==> src/rtl/vector_store_unit.sv <==
// Vector store engine: walks a vector register beat by beat, waits out pending lanes,
// writes each beat to its LSQ-supplied memory row and signals completion by tag.
// Optional per-element mask (with beat skipping) is enabled by defining STORE_MASK_EN.
module vector_store_unit #(
    parameter int unsigned LANES  = 8,
    parameter int unsigned BEATS  = 4,
    parameter int unsigned DATA_W = 32,
    parameter int unsigned ADDR_W = 8,
    parameter int unsigned TAG_W  = 4
) (
    input  logic                           clk,
    input  logic                           rst,
    input  logic                           req_valid,
    output logic                           req_ready,
    input  logic [TAG_W-1:0]               req_tag,
    input  logic [4:0]                     req_vreg,
    input  logic [BEATS*ADDR_W-1:0]        req_lsq_addr,
`ifdef STORE_MASK_EN
    input  logic [LANES*BEATS-1:0]         req_mask,
`endif
    output logic                           vrf_rd_en,
    output logic [4:0]                     vrf_rd_reg,
    output logic [1:0]                     vrf_rd_beat,
    input  logic [LANES*(DATA_W+1)-1:0]    vrf_rd_data,
    output logic                           mem_we,
    output logic [ADDR_W-1:0]              mem_row,
    output logic [LANES*DATA_W-1:0]        mem_wdata,
    output logic [LANES-1:0]               mem_lane_en,
    output logic                           done_valid,
    output logic [TAG_W-1:0]               done_tag,
    output logic                           busy
);

    localparam int unsigned LANE_W = DATA_W + 1;
    localparam int unsigned MASK_W = LANES * BEATS;

    localparam logic [2:0] S_IDLE  = 3'd0;
    localparam logic [2:0] S_READ  = 3'd1;
    localparam logic [2:0] S_CHECK = 3'd2;
    localparam logic [2:0] S_WRITE = 3'd3;
    localparam logic [2:0] S_DONE  = 3'd4;

    logic [2:0]               state_q, state_d;
    logic [TAG_W-1:0]         tag_q, tag_d;
    logic [4:0]               vreg_q, vreg_d;
    logic [BEATS*ADDR_W-1:0]  addr_q, addr_d;
    logic [MASK_W-1:0]        mask_q, mask_d;
    logic [1:0]               beat_q, beat_d;
    logic [ADDR_W-1:0]        row_q, row_d;
    logic [LANES*DATA_W-1:0]  wdata_q, wdata_d;
    logic [LANES-1:0]         lane_en_q, lane_en_d;
    logic                     ready_q, busy_q, rd_en_q, we_q, done_q;

    logic [MASK_W-1:0]        req_mask_w;
    logic [LANES-1:0]         beat_en_c;
    logic                     pending_c;
    logic [2:0]               nxt_c;

`ifdef STORE_MASK_EN
    assign req_mask_w = req_mask;
`else
    assign req_mask_w = '1;
`endif

    assign beat_en_c = mask_q[beat_q*LANES +: LANES];

    // Lowest beat at or above start with any enabled lane: {found, beat}.
    function automatic logic [2:0] next_beat(input logic [MASK_W-1:0] m, input int start);
        logic [2:0] r;
        r = '0;
        for (int b = int'(BEATS) - 1; b >= 0; b--) begin
            if (b >= start && (|m[b*LANES +: LANES])) begin
                r = {1'b1, 2'(b)};
            end
        end
        return r;
    endfunction

    always_comb begin
        state_d   = state_q;
        tag_d     = tag_q;
        vreg_d    = vreg_q;
        addr_d    = addr_q;
        mask_d    = mask_q;
        beat_d    = beat_q;
        row_d     = row_q;
        wdata_d   = wdata_q;
        lane_en_d = lane_en_q;
        pending_c = 1'b0;
        nxt_c     = '0;
        case (state_q)
            S_IDLE: begin
                if (req_valid) begin
                    tag_d   = req_tag;
                    vreg_d  = req_vreg;
                    addr_d  = req_lsq_addr;
                    mask_d  = req_mask_w;
                    nxt_c   = next_beat(req_mask_w, 0);
                    beat_d  = nxt_c[1:0];
                    state_d = nxt_c[2] ? S_READ : S_DONE;
                end
            end
            S_READ: state_d = S_CHECK;
            S_CHECK: begin
                for (int l = 0; l < int'(LANES); l++) begin
                    if (beat_en_c[l] && vrf_rd_data[l*LANE_W + DATA_W]) begin
                        pending_c = 1'b1;
                    end
                end
                if (pending_c) begin
                    state_d = S_READ;
                end else begin
                    row_d     = addr_q[beat_q*ADDR_W +: ADDR_W];
                    lane_en_d = beat_en_c;
                    for (int l = 0; l < int'(LANES); l++) begin
                        wdata_d[l*DATA_W +: DATA_W] = vrf_rd_data[l*LANE_W +: DATA_W];
                    end
                    state_d = S_WRITE;
                end
            end
            S_WRITE: begin
                nxt_c = next_beat(mask_q, int'(beat_q) + 1);
                if (nxt_c[2]) begin
                    beat_d  = nxt_c[1:0];
                    state_d = S_READ;
                end else begin
                    state_d = S_DONE;
                end
            end
            S_DONE:  state_d = S_IDLE;
            default: state_d = S_IDLE;
        endcase
    end

    // Strobes are registered from the next state so they line up with the state they belong to.
    always_ff @(posedge clk or posedge rst) begin
        if (rst) begin
            state_q   <= S_IDLE;
            tag_q     <= '0;
            vreg_q    <= '0;
            addr_q    <= '0;
            mask_q    <= '0;
            beat_q    <= '0;
            row_q     <= '0;
            wdata_q   <= '0;
            lane_en_q <= '0;
            ready_q   <= 1'b1;
            busy_q    <= 1'b0;
            rd_en_q   <= 1'b0;
            we_q      <= 1'b0;
            done_q    <= 1'b0;
        end else begin
            state_q   <= state_d;
            tag_q     <= tag_d;
            vreg_q    <= vreg_d;
            addr_q    <= addr_d;
            mask_q    <= mask_d;
            beat_q    <= beat_d;
            row_q     <= row_d;
            wdata_q   <= wdata_d;
            lane_en_q <= lane_en_d;
            ready_q   <= (state_d == S_IDLE);
            busy_q    <= (state_d != S_IDLE);
            rd_en_q   <= (state_d == S_READ);
            we_q      <= (state_d == S_WRITE);
            done_q    <= (state_d == S_DONE);
        end
    end

    assign req_ready   = ready_q;
    assign busy        = busy_q;
    assign vrf_rd_en   = rd_en_q;
    assign vrf_rd_reg  = vreg_q;
    assign vrf_rd_beat = beat_q;
    assign mem_we      = we_q;
    assign mem_row     = row_q;
    assign mem_wdata   = wdata_q;
    assign mem_lane_en = lane_en_q;
    assign done_valid  = done_q;
    assign done_tag    = tag_q;

endmodule

==> config.mk <==
export PLATFORM = sky130hd
export DESIGN_NAME = vector_store_unit
export DESIGN_NICKNAME = d
export VERILOG_FILES = /design/src/rtl/vector_store_unit.sv
export SDC_FILE = /design/constraint.sdc
export NUM_CORES = 1
export LEC_CHECK = 0
export CORE_AREA = 2 2 233 235
export CTS_CLUSTER_SIZE = 24
export DETAILED_ROUTE_END_ITERATION = 10
export DIE_AREA = 0 0 235 237
export GPL_TIMING_DRIVEN = 0
export HOLD_SLACK_MARGIN = 0.06
export PLACE_DENSITY = 0.51
export SLEW_MARGIN = 25
export SYNTH_ARGS = -nofsm -noshare
export SYNTH_HDL_FRONTEND = slang
export SYNTH_SLANG_ARGS = --single-unit
export TNS_END_PERCENT = 20
==> constraint.sdc <==
create_clock -name clk -period 17.2 [get_ports clk]
set_input_delay 5.16 -clock clk [delete_from_list [all_inputs] [get_ports clk]]
set_output_delay 5.16 -clock clk [all_outputs]
set_load 0.02 [all_outputs]
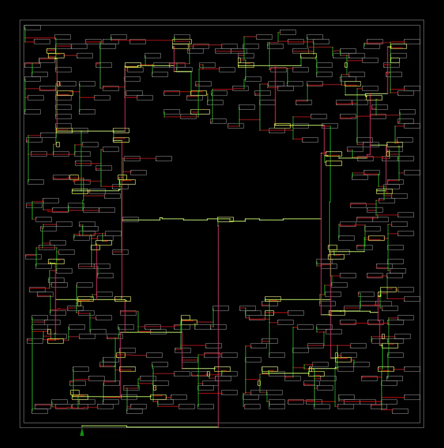
Run 1: clock nets
TritonCTS buffer count: 39
Clock group: 0.830 mW
# clk buffers: 62
Seq cells: 317
clock sink total: 317

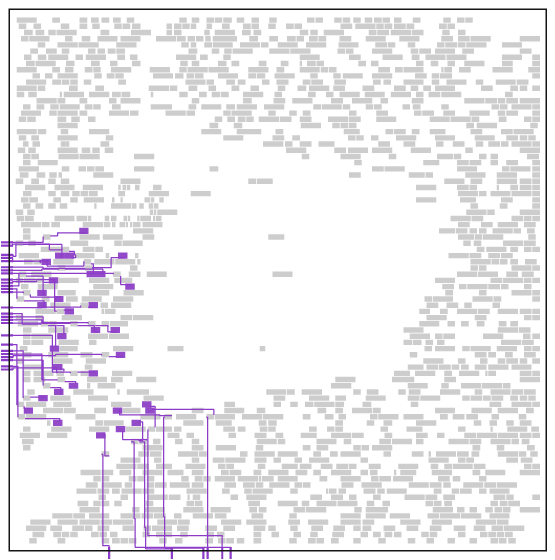
Run 1: I/O nets highlighted
[req_lsq_addr] purple | bits: 32 | direction: input | edge: 26 left, 6 bottom | end cells: 32 | wire: 1420 um
io pins: 596
Port Buf Inserts: 595

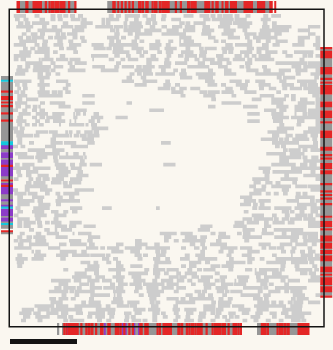
Run 1: I/O pins on the die edge
Scale bar: 50 um. Pins as bars across the die edge, other pins in gray.
[req_lsq_addr] purple | pins: 32 | direction: input | edge: 26 left, 6 bottom
[vrf_rd_reg] cyan | pins: 5 | direction: output | edge: left
[mem_wdata] red | pins: 256 | direction: output | edge: 90 bottom, 85 top, 70 right, 11 left
overall die width: 235 um
Die H: 237 um

==> results.json, run 1 <==
{
  "status": "finished, final reports clean",
  "netlist-cell-type-count": 32,
  "slew_headroom": 0.497,
  "fp_util": 0.246,
  "cts_tree": "built",
  "rsz0062_at_grt": "false",
  "drtIter0Drc": 252,
  "synth.cell_area_um2": 13100,
  "dr.pass1.iters": 4,
  "report.final.setup_viol": 0,
  "drcViolationCount": 0,
  "ys_chip_area_um2": 13100,
  "worstSetupPathType": "flip-flop to primary output",
  "place_hpwl_um": 31000,
  "grt_max_degree": 84,
  "synth.area.top_cells": "dfrtp_1 60%, mux2_4 23%, mux2_2 4.8%",
  "synth_top_area_share": 0.603,
  "grt.overflow.total": 0,
  "antenna_found_initial": 1,
  "power.density_nw_per_um2": 97.3,
  "gp_congestion": 0.775,
  "syn_nets": 1015,
  "synthArstFlopShare": 1.00,
  "min_period_ps": 7010,
  "yosys.area.top_type": "dfrtp_1",
  "htreeDepth": 2,
  "cts_hold_buf": 0,
  "cp_data_arrival_time_ps": 1850,
  "log.warning_count": 26,
  "timing.hold.ws_ps": 482,
  "avgSynthCellArea_um2": 18.5,
  "flop_area_um2": 7930,
  "synthFlopType": "dfrtp_1",
  "ys.warnings.count": 0,
  "ctsResizeCount": 0,
  "power_mw": 2.07,
  "layout-drive-gt1-share": 0.270,
  "area_delta_synth_final_pct": 62.6,
  "edf_count": 0,
  "tns_ps": 0,
  "cp-end-kind": "primary output",
  "ys.flops": 317,
  "largest_reg_flops": 256,
  "grt_pass1_wl_um": 62000,
  "comb_area_um2": 4550,
  "path_clk_slew_ps": 70,
  "core_um2": 53300,
  "drv_slew": 0,
  "fill_cells": 4932,
  "viasPerCell": 4.03,
  "rows": 85,
  "chipArea_um2": 55700,
  "drv_cap": 0,
  "postLayoutCoreUtil": 0.400,
  "leakagePower_nw": 9.36,
  "fmax_ghz": 0.143,
  "postCtsSetupBuffers": 0,
  "hold_violations": 0,
  "crit_fanout": 9,
  "cts_root_buf": "clkbuf_16",
  "synth_cells": 707,
  "clock_skew_ps": 15.9,
  "ant_nets": 0,
  "peakVddDrop_uv": 63.9,
  "grt_pass1_vias": 9296,
  "grt_usage": 0.147,
  "worstSkewPairLatency_ps": 550,
  "cts.path.max_buffers": 3,
  "top_cell": "dfrtp_1",
  "fin_nets": 1654,
  "crit_required_ps": 12040,
  "worstMarginPinSlew_ps": 755,
  "wire_per_inst_um": 20.0,
  "min_path_type": "flip-flop to flip-flop",
  "vias": 8339,
  "ys_seq_share": 0.605,
  "placed_area_um2": 20000,
  "design_area_um2": 21300,
  "drt_wl_total_um": 41500,
  "critPathLaunchType": "flip-flop",
  "timing.final.crit_share": 0.408,
  "common_cells": "316 x dfrtp_1, 200 x mux2_4, 56 x mux2_2",
  "yosys_cells": 707
}
[run 1: path summary, 6_finish.rpt]
kind,from,end,slack [ps],cells past startpoint
setup / recovery,mem_lane_en[6],mem_lane_en[6],10190,2
hold / removal,mem_wdata[84],mem_wdata[84],480,1
setup reg to reg,state_q[0],vrf_rd_beat[0],15060,6
hold reg to reg,mem_wdata[84],mem_wdata[84],480,1
max in group asynchronous,rst,req_ready,10770,4
min in group asynchronous,rst,mem_wdata[132],5110,2
[run 1: worst max-delay path, stage by stage (launching register included)]
cell and delay (ps):
dfrtp_1 540, buf_4 170, clkdlybuf4s50_1 600
[run 1: logic make-up after synthesis]
family,count (synthesis),synth area share
flops,317,0.605
simple gates,20,0.00926
mux,313,0.333
compound gates,9,0.00458
buf+inv,48,0.0477
[run 1: report_power, final]
| part | internal [mW] | switching [mW] |
|---|---|---|
| sequential | 0.827 | 0.0444 |
| combinational | 0.232 | 0.140 |
| clock | 0.507 | 0.323 |
| total | 1.57 | 0.508 |
[run 1: area by class of cell]
cell class                 count  share of cell area
sequential                   317               0.372
timing repair buffer         598               0.283
multi-input combinational    342               0.213
clock buffer                  62              0.0565
tap                          696              0.0409
buffer                        44              0.0287
clock inverter                 5             0.00352
inverter                       4             0.00106
antenna                        2            0.000235
[run 1: placed cells by master, fill, tap and decap left out, types with 2 or more instances in the layout]
cell type	synthesis	final
a21oi_1	3	3
and2_1	2	2
buf_12	22	22
buf_16	0	3
buf_2	4	4
buf_4	8	8
buf_6	7	7
bufinv_16	0	2
clkbuf_1	2	13
clkbuf_16	0	41
clkbuf_8	0	10
clkdlybuf4s50_1	0	595
clkinv_2	0	3
dfrtp_1	316	316
diode_2	0	2
inv_1	4	3
mux2_1	49	49
mux2_2	56	56
mux2_4	200	200
mux4_2	8	8
nand2_1	3	3
nand2b_1	2	2
nor2_1	4	4
nor2b_1	2	2
[run 1: metal layers]
metal  wire, um  vias to the layer above  part of all wire  global-route usage
li1           -                     3785                 -                   -
met1      16400                     4197              0.39               0.171
met2      21300                      301              0.51               0.257
met3       2780                       56             0.067              0.0438
met4       1020                        0             0.025              0.0491
met5          0                        -                 0                   0
[run 1: stage by stage]
step | std cells | worst slack (ps)
final | 2070 | 10190
after global placement | 1998 | -1760
after CTS | 2068 | 10100
after floorplan | 707 | 3270
after detailed placement | 2001 | 9640
after global routing | 2069 | 10080
--- run 2 (diff from run 1) ---
- CORE_AREA: 2 2 233 235 -> 2 2 232 234
- DIE_AREA: 0 0 235 237 -> 0 0 234 236
- PLACE_DENSITY: 0.51 -> 0.54
- clock period: 17.2 -> 6 ns (I/O delays scaled with it)
==> run 2 against run 1 <==
  * Sequential cell count is the same
  * Global-route usage shrank 0.12 points
  * Clock-buffer cell count grew 1
  * Routed wire length shrank 0.67%
==> results.json, run 2 <==
{
  "status": "finished, final reports clean",
  "postCtsSetupBuffers": 0,
  "die_w_um": 234,
  "rsz0062_at_grt": "false",
  "drcViolationCount": 0,
  "fp_util": 0.247,
  "crit_buf_inv": 2,
  "power_frac_comb": 0.183,
  "port_buffers": 595,
  "core_um2": 53100,
  "cp-end-kind": "primary output",
  "layout-drive-gt1-share": 0.275,
  "rows": 85,
  "slew_headroom": 0.512,
  "r2r_cells": 7,
  "critPathTopFamily": "buffers and inverters",
  "power.density_nw_per_um2": 277,
  "critPathLaunchType": "flip-flop",
  "largest_reg_flops": 256,
  "synth_top_area_share": 0.603,
  "drtIter0Drc": 219,
  "gp_congestion": 0.802,
  "synth_cells": 707,
  "cts.path.max_buffers": 3,
  "ant_nets": 0,
  "area_delta_synth_final_pct": 64.1,
  "grt_use_met2": 0.255,
  "worstMarginPinSlew_ps": 732,
  "antenna_found_initial": 0,
  "top_cell": "dfrtp_1",
  "r2r_start": "state_q[1]",
  "pin_count": 596,
  "yosys.area.top_type": "dfrtp_1",
  "min_period_ps": 3650,
  "wire_per_inst_um": 19.8,
  "min_path_type": "flip-flop to flip-flop",
  "mostFrequentLayoutCell": "clkdlybuf4s50_1",
  "drt_wl_total_um": 41200,
  "swShare": 0.245,
  "grt_pass1_wl_um": 60500,
  "fin_nets": 1664,
  "cts_root_buf": "clkbuf_16",
  "worstPathCellList": "buf_4 > clkdlybuf4s50_1",
  "use_met3": 0.0422,
  "worstSkewPairLatency_ps": 540,
  "cts_tree": "built",
  "crit_slowest_cell": "clkdlybuf4s50_1",
  "die-height_um": 236,
  "viasPerCell": 4.05,
  "hold_violations": 0,
  "cts_buffers": 39,
  "ys_seq_share": 0.605,
  "met1_usage": 0.169,
  "avgSynthCellArea_um2": 18.5,
  "timing.final.crit_share": 0.609,
  "cts_sinks": 317,
  "cp-startpoint": "mem_lane_en[6]",
  "log.warning_count": 27,
  "synth.cell_area_um2": 13100,
  "synthArstFlopShare": 1.00,
  "place_hpwl_um": 31700,
  "cp_data_arrival_time_ps": 1850,
  "worstSetupPathType": "flip-flop to primary output",
  "drv_cap": 0,
  "fmax_ghz": 0.274,
  "dr.pass1.iters": 4,
  "postLayoutSetupSlackWorst_ps": 2350,
  "intPower_mw": 4.50,
  "leakagePower_nw": 9.44,
  "grt_usage": 0.146,
  "edf_count": 0,
  "ys.flops": 317,
  "synthFlopType": "dfrtp_1",
  "cpPeakStageDelay_ps": 600,
  "ys_chip_area_um2": 13100,
  "chipArea_um2": 55200,
  "vias": 8426,
  "yosys_cells": 707,
  "crit_fanout": 9,
  "cts_hold_buf": 0,
  "gr-max-usage-layer": "met2",
  "r2r_slack_ps": 3920,
  "rr_endpoint": "mem_wdata[255]",
  "fill_cells": 4903,
  "syn_nets": 1015,
  "ys.warnings.count": 0,
  "peakVddDrop_uv": 196,
  "ctsResizeCount": 0,
  "clock_skew_ps": 12.5,
  "common_cells": "316 x dfrtp_1, 200 x mux2_4, 56 x mux2_2",
  "crit_required_ps": 4200,
  "cp.depth": 2,
  "synth.area.top_cells": "dfrtp_1 60%, mux2_4 23%, mux2_2 4.8%",
  "grt_pass1_vias": 9247,
  "drv_slew": 0,
  "diodes": 0,
  "clkPwrFrac": 0.398,
  "tns_ps": 0,
  "report.final.setup_viol": 0,
  "endpoint": "mem_lane_en[2]",
  "grt.overflow.total": 0,
  "netlist-cell-type-count": 32,
  "htreeDepth": 2,
  "power.switching_mw": 1.46,
  "seqPwrFrac": 0.419,
  "grt_max_degree": 32,
  "path_clk_slew_ps": 60,
  "place_ws_ps": 1780,
  "mostFrequentLayoutCells": "595 x clkdlybuf4s50_1, 316 x dfrtp_1, 200 x mux2_4, 56 x mux2_2, 49 x mux2_1"
}
run 2: cell counts after synthesis:
Identical to the previous run, type by type.
run 2: logic make-up (layout without fill, tap and decap cells):
logic type	Yosys count	count (layout)	synth area share
compound gates	9	9	0.00458
simple gates	20	20	0.00926
flops	317	317	0.605
mux	313	313	0.333
buf+inv	48	725	0.0477
run 2: cell type report:
| class | count | area (um^2) | share of cell area |
|---|---|---|---|
| Tap cell | 696 | 871 | 0.0405 |
| Timing Repair Buffer | 608 | 6240 | 0.290 |
| Inverter | 4 | 18.8 | 0.000873 |
| Buffer | 44 | 611 | 0.0284 |
| Clock buffer | 63 | 1200 | 0.0557 |
| Multi-Input combinational cell | 342 | 4550 | 0.211 |
| Sequential cell | 317 | 7930 | 0.369 |
| Clock inverter | 6 | 86.3 | 0.00401 |
run 2: per-layer routing:
layer  vias up  wire [um]
li1       3790          -
met1      4268      16000
met2       301      21000
met3        67       3130
met4         0       1110
met5         -          0
run 2: power groups by stage:
stage / registers [mW] / clock network (mW) / logic [mW]
2_1_floorplan: 2.66 / 0 / 0.382
3_3_place_gp: 2.53 / 0 / 1.07
3_5_place_dp: 2.54 / 0 / 1.11
4_1_cts: 2.50 / 2.47 / 1.11
5_1_grt: 2.53 / 2.55 / 1.16
6_report: 2.50 / 2.37 / 1.09
run 2: through the flow:
| stage | area [um^2] | util | hold WS, ps | total power [mW] | std cells |
|---|---|---|---|---|---|
| CTS | 21500 | 0.405 | 488 | 6.08 | 2080 |
| global route | 21500 | 0.405 | 497 | 6.24 | 2080 |
| floorplan | 13100 | - | 471 | 3.04 | 707 |
| detailed placement | 20200 | 0.381 | 475 | 3.64 | 2011 |
| finish | 21500 | 0.405 | 483 | 5.96 | 2080 |
| global placement | 19900 | 0.376 | 467 | 3.61 | 1998 |
run 2: worst min-delay path by stage:
stage / start / slack, ps / endpoint / cells after the start
floorplan: state_q[2] / 470 / state_q[1] / 1
global placement: mem_wdata[71] / 470 / mem_wdata[71] / 1
detailed placement: mem_wdata[39] / 480 / mem_wdata[39] / 1
CTS: mem_wdata[39] / 490 / mem_wdata[39] / 1
global route: mem_wdata[45] / 500 / mem_wdata[45] / 1
finish: mem_wdata[73] / 480 / mem_wdata[73] / 1
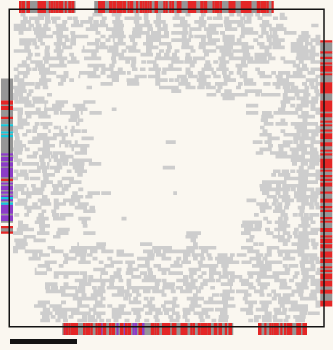
Run 2: I/O pins on the die edge
Scale bar: 50 um. Pins as bars across the die edge, other pins in gray.
[vrf_rd_reg] cyan | pins: 5 | direction: output | edge: left
[req_lsq_addr] purple | pins: 32 | direction: input | edge: 24 left, 8 bottom
[mem_wdata] red | pins: 256 | direction: output | edge: 91 top, 83 bottom, 74 right, 8 left

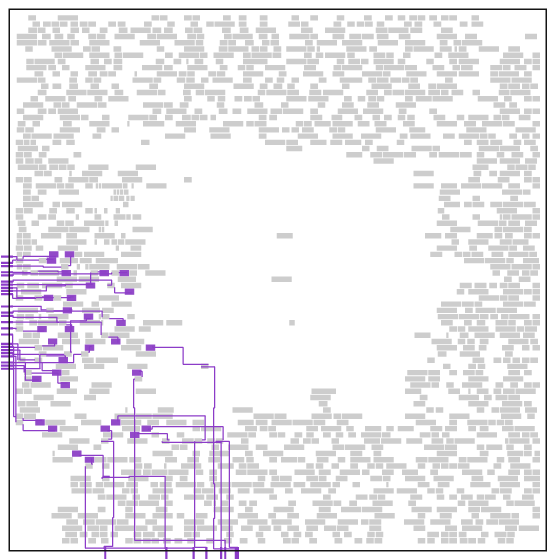
Run 2: I/O nets highlighted
[req_lsq_addr] purple | bits: 32 | direction: input | edge: 24 left, 8 bottom | end cells: 32 | wire: 1560 um

--- run 3 (diff from run 2) ---
- clock period: 6 -> 2.97 ns (I/O delays scaled with it)
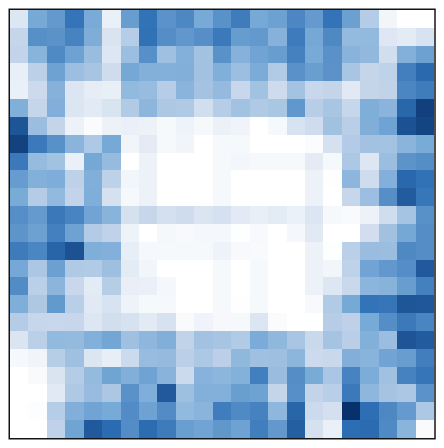
Run 3: wiring heat map
The die is cut into 23 by 24 equal tiles; white is low, dark blue is high, scaled to the fullest tile. Values are wire area over tile area, all layers added.
mean over tiles: 0.12
densest ninth of the die: lower right
emptiest ninth of the die: center
fullest tile: 0.36
tiles over half the peak: 28%
nearly empty tiles: 11%
Total GRT Usage: 0.146
WL per Instance: 19.8 um
Vias: 8426
Post-Route WL: 41200 um

==> run 3 against run 2 <==
  * Sequential share of layout area unchanged
  * Core utilization unchanged
  * Power increased by 100%
  * Critical endpoint unchanged
  * Largest cell class unchanged
==> results.json, run 3 <==
{
  "status": "finished, final reports clean",
  "grt_max_degree": 32,
  "placed_area_um2": 20200,
  "die-height_um": 236,
  "ant_nets": 0,
  "diodes": 0,
  "drv_cap": 0,
  "htreeDepth": 2,
  "grt_pass1_wl_um": 60500,
  "postCtsSetupBuffers": 0,
  "avgSynthCellArea_um2": 18.5,
  "cts_hold_buf": 0,
  "slew_headroom": 0.512,
  "cp-end-kind": "primary output",
  "drv_slew": 0,
  "synth.area.top_cells": "dfrtp_1 60%, mux2_4 23%, mux2_2 4.8%",
  "worstSetupPathType": "flip-flop to primary output",
  "design_area_um2": 21500,
  "fin_nets": 1664,
  "cts_root_buf": "clkbuf_16",
  "hold_violations": 0,
  "gp_congestion": 0.802,
  "path_clk_slew_ps": 60,
  "clock_skew_ps": 12.5,
  "crit_fanout": 9,
  "cp_data_arrival_time_ps": 1850,
  "die_w_um": 234,
  "worstSkewPairLatency_ps": 540,
  "mostFrequentLayoutCells": "595 x clkdlybuf4s50_1, 316 x dfrtp_1, 200 x mux2_4, 56 x mux2_2, 49 x mux2_1",
  "pin_count": 596,
  "syn_nets": 1015,
  "drcViolationCount": 0,
  "largest_reg_flops": 256,
  "yosys_cells": 707,
  "top_cell": "dfrtp_1",
  "synth_cells": 707,
  "power.density_nw_per_um2": 560,
  "timing.final.crit_share": 0.924,
  "ys_chip_area_um2": 13100,
  "dr.pass1.iters": 4,
  "place_hpwl_um": 31700,
  "rows": 85,
  "grt.overflow.total": 0,
  "layout-drive-gt1-share": 0.275,
  "crit_required_ps": 2080,
  "fmax_ghz": 0.364,
  "tns_ps": 0,
  "synth_top_area_share": 0.603,
  "cts.path.max_buffers": 3,
  "cts_tree": "built",
  "min_path_type": "flip-flop to flip-flop",
  "ys.warnings.count": 0,
  "viasPerCell": 4.05,
  "cts_buffers": 39,
  "rsz0062_at_grt": "false",
  "ys.flops": 317,
  "antenna_found_initial": 0,
  "fill_cells": 4903,
  "area_delta_synth_final_pct": 64.1,
  "fp_util": 0.247,
  "min_period_ps": 2740,
  "leakagePower_nw": 9.44,
  "postLayoutCoreUtil": 0.405,
  "port_buffers": 595,
  "core_um2": 53100,
  "grt_pass1_vias": 9247,
  "peakVddDrop_uv": 395,
  "synthArstFlopShare": 1.00,
  "synth.cell_area_um2": 13100,
  "cts_sinks": 317,
  "chipArea_um2": 55200,
  "report.final.setup_viol": 0,
  "drtIter0Drc": 219,
  "edf_count": 0,
  "yosys.area.top_type": "dfrtp_1",
  "worstMarginPinSlew_ps": 732,
  "power_mw": 12.0,
  "ys_seq_share": 0.605,
  "synthFlopType": "dfrtp_1",
  "netlist-cell-type-count": 32,
  "common_cells": "316 x dfrtp_1, 200 x mux2_4, 56 x mux2_2",
  "log.warning_count": 27,
  "critPathLaunchType": "flip-flop",
  "ctsResizeCount": 0
}
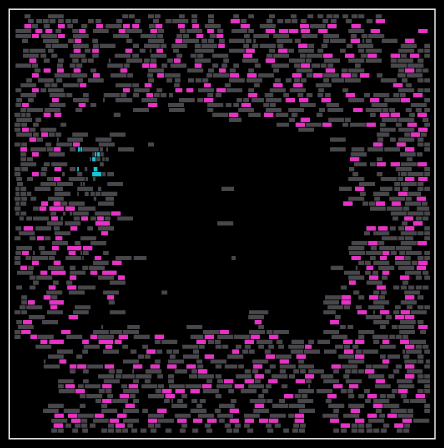
Run 3: selected gate families
[multiplexers] magenta | cells: 313 | where: spread over the die
[NOR gates] cyan | cells: 8
final cell count without fillers: 2080
Commonest Layout Cell: clkdlybuf4s50_1

[run 3: path summary, 6_finish.rpt]
path,from,endpoint,slack [ps],depth (start not counted)
worst max-delay path,mem_lane_en[6],mem_lane_en[2],230,2
worst min-delay path,mem_wdata[73],mem_wdata[73],480,1
worst max register to register,state_q[1],mem_wdata[255],890,7
worst min register to register,mem_wdata[73],mem_wdata[73],480,1
max in group asynchronous,rst,mem_wdata[70],1130,7
min in group asynchronous,rst,mem_wdata[21],620,2
[run 3: cell families (layout without fill, tap and decap cells)]
| kind of cell | count (synthesis) | in the layout | share of synthesized area |
|---|---|---|---|
| AND-OR/OR-AND | 9 | 9 | 0.00458 |
| buffers and inverters | 48 | 725 | 0.0477 |
| flip-flops | 317 | 317 | 0.605 |
| multiplexers | 313 | 313 | 0.333 |
| AND/OR/NAND/NOR | 20 | 20 | 0.00926 |
[run 3: per-layer routing]
metal | share of wire | GRT usage | vias to the layer above
met5 | 0 | 0 | -
met4 | 0.027 | 0.0479 | 0
met3 | 0.076 | 0.0422 | 67
met2 | 0.51 | 0.255 | 301
met1 | 0.39 | 0.169 | 4268
li1 | - | - | 3790
[run 3: cell type report]
type,count,area [um^2],share of cell area
sequential,317,7930,0.369
timing repair buffer,608,6240,0.290
multi-input combinational,342,4550,0.211
clock buffer,63,1200,0.0557
tap,696,871,0.0405
buffer,44,611,0.0284
clock inverter,6,86.3,0.00401
inverter,4,18.8,0.000873
[run 3: per-stage QoR]
stage | hold WS, ps | cells | setup WS [ps]
after floorplan | 471 | 707 | -2150
after global placement | 467 | 1998 | -4790
after detailed placement | 475 | 2011 | -339
after CTS | 488 | 2080 | 152
after global routing | 497 | 2080 | 142
final | 483 | 2080 | 225
[run 3: where the power goes]
part | total, mW | internal, mW | switching, mW | leakage [nW]
Clock | 4.79 | 2.93 | 1.86 | 0.626
Sequential | 5.04 | 4.79 | 0.256 | 4.28
Combinational | 2.20 | 1.37 | 0.831 | 4.54
[run 3: critical path, cell delays in order, from the launching register on]
cell,delay [ps]
dfrtp_1,540
buf_4,170
clkdlybuf4s50_1,600
No activity file was given, so power comes from the tool's default toggle rates.
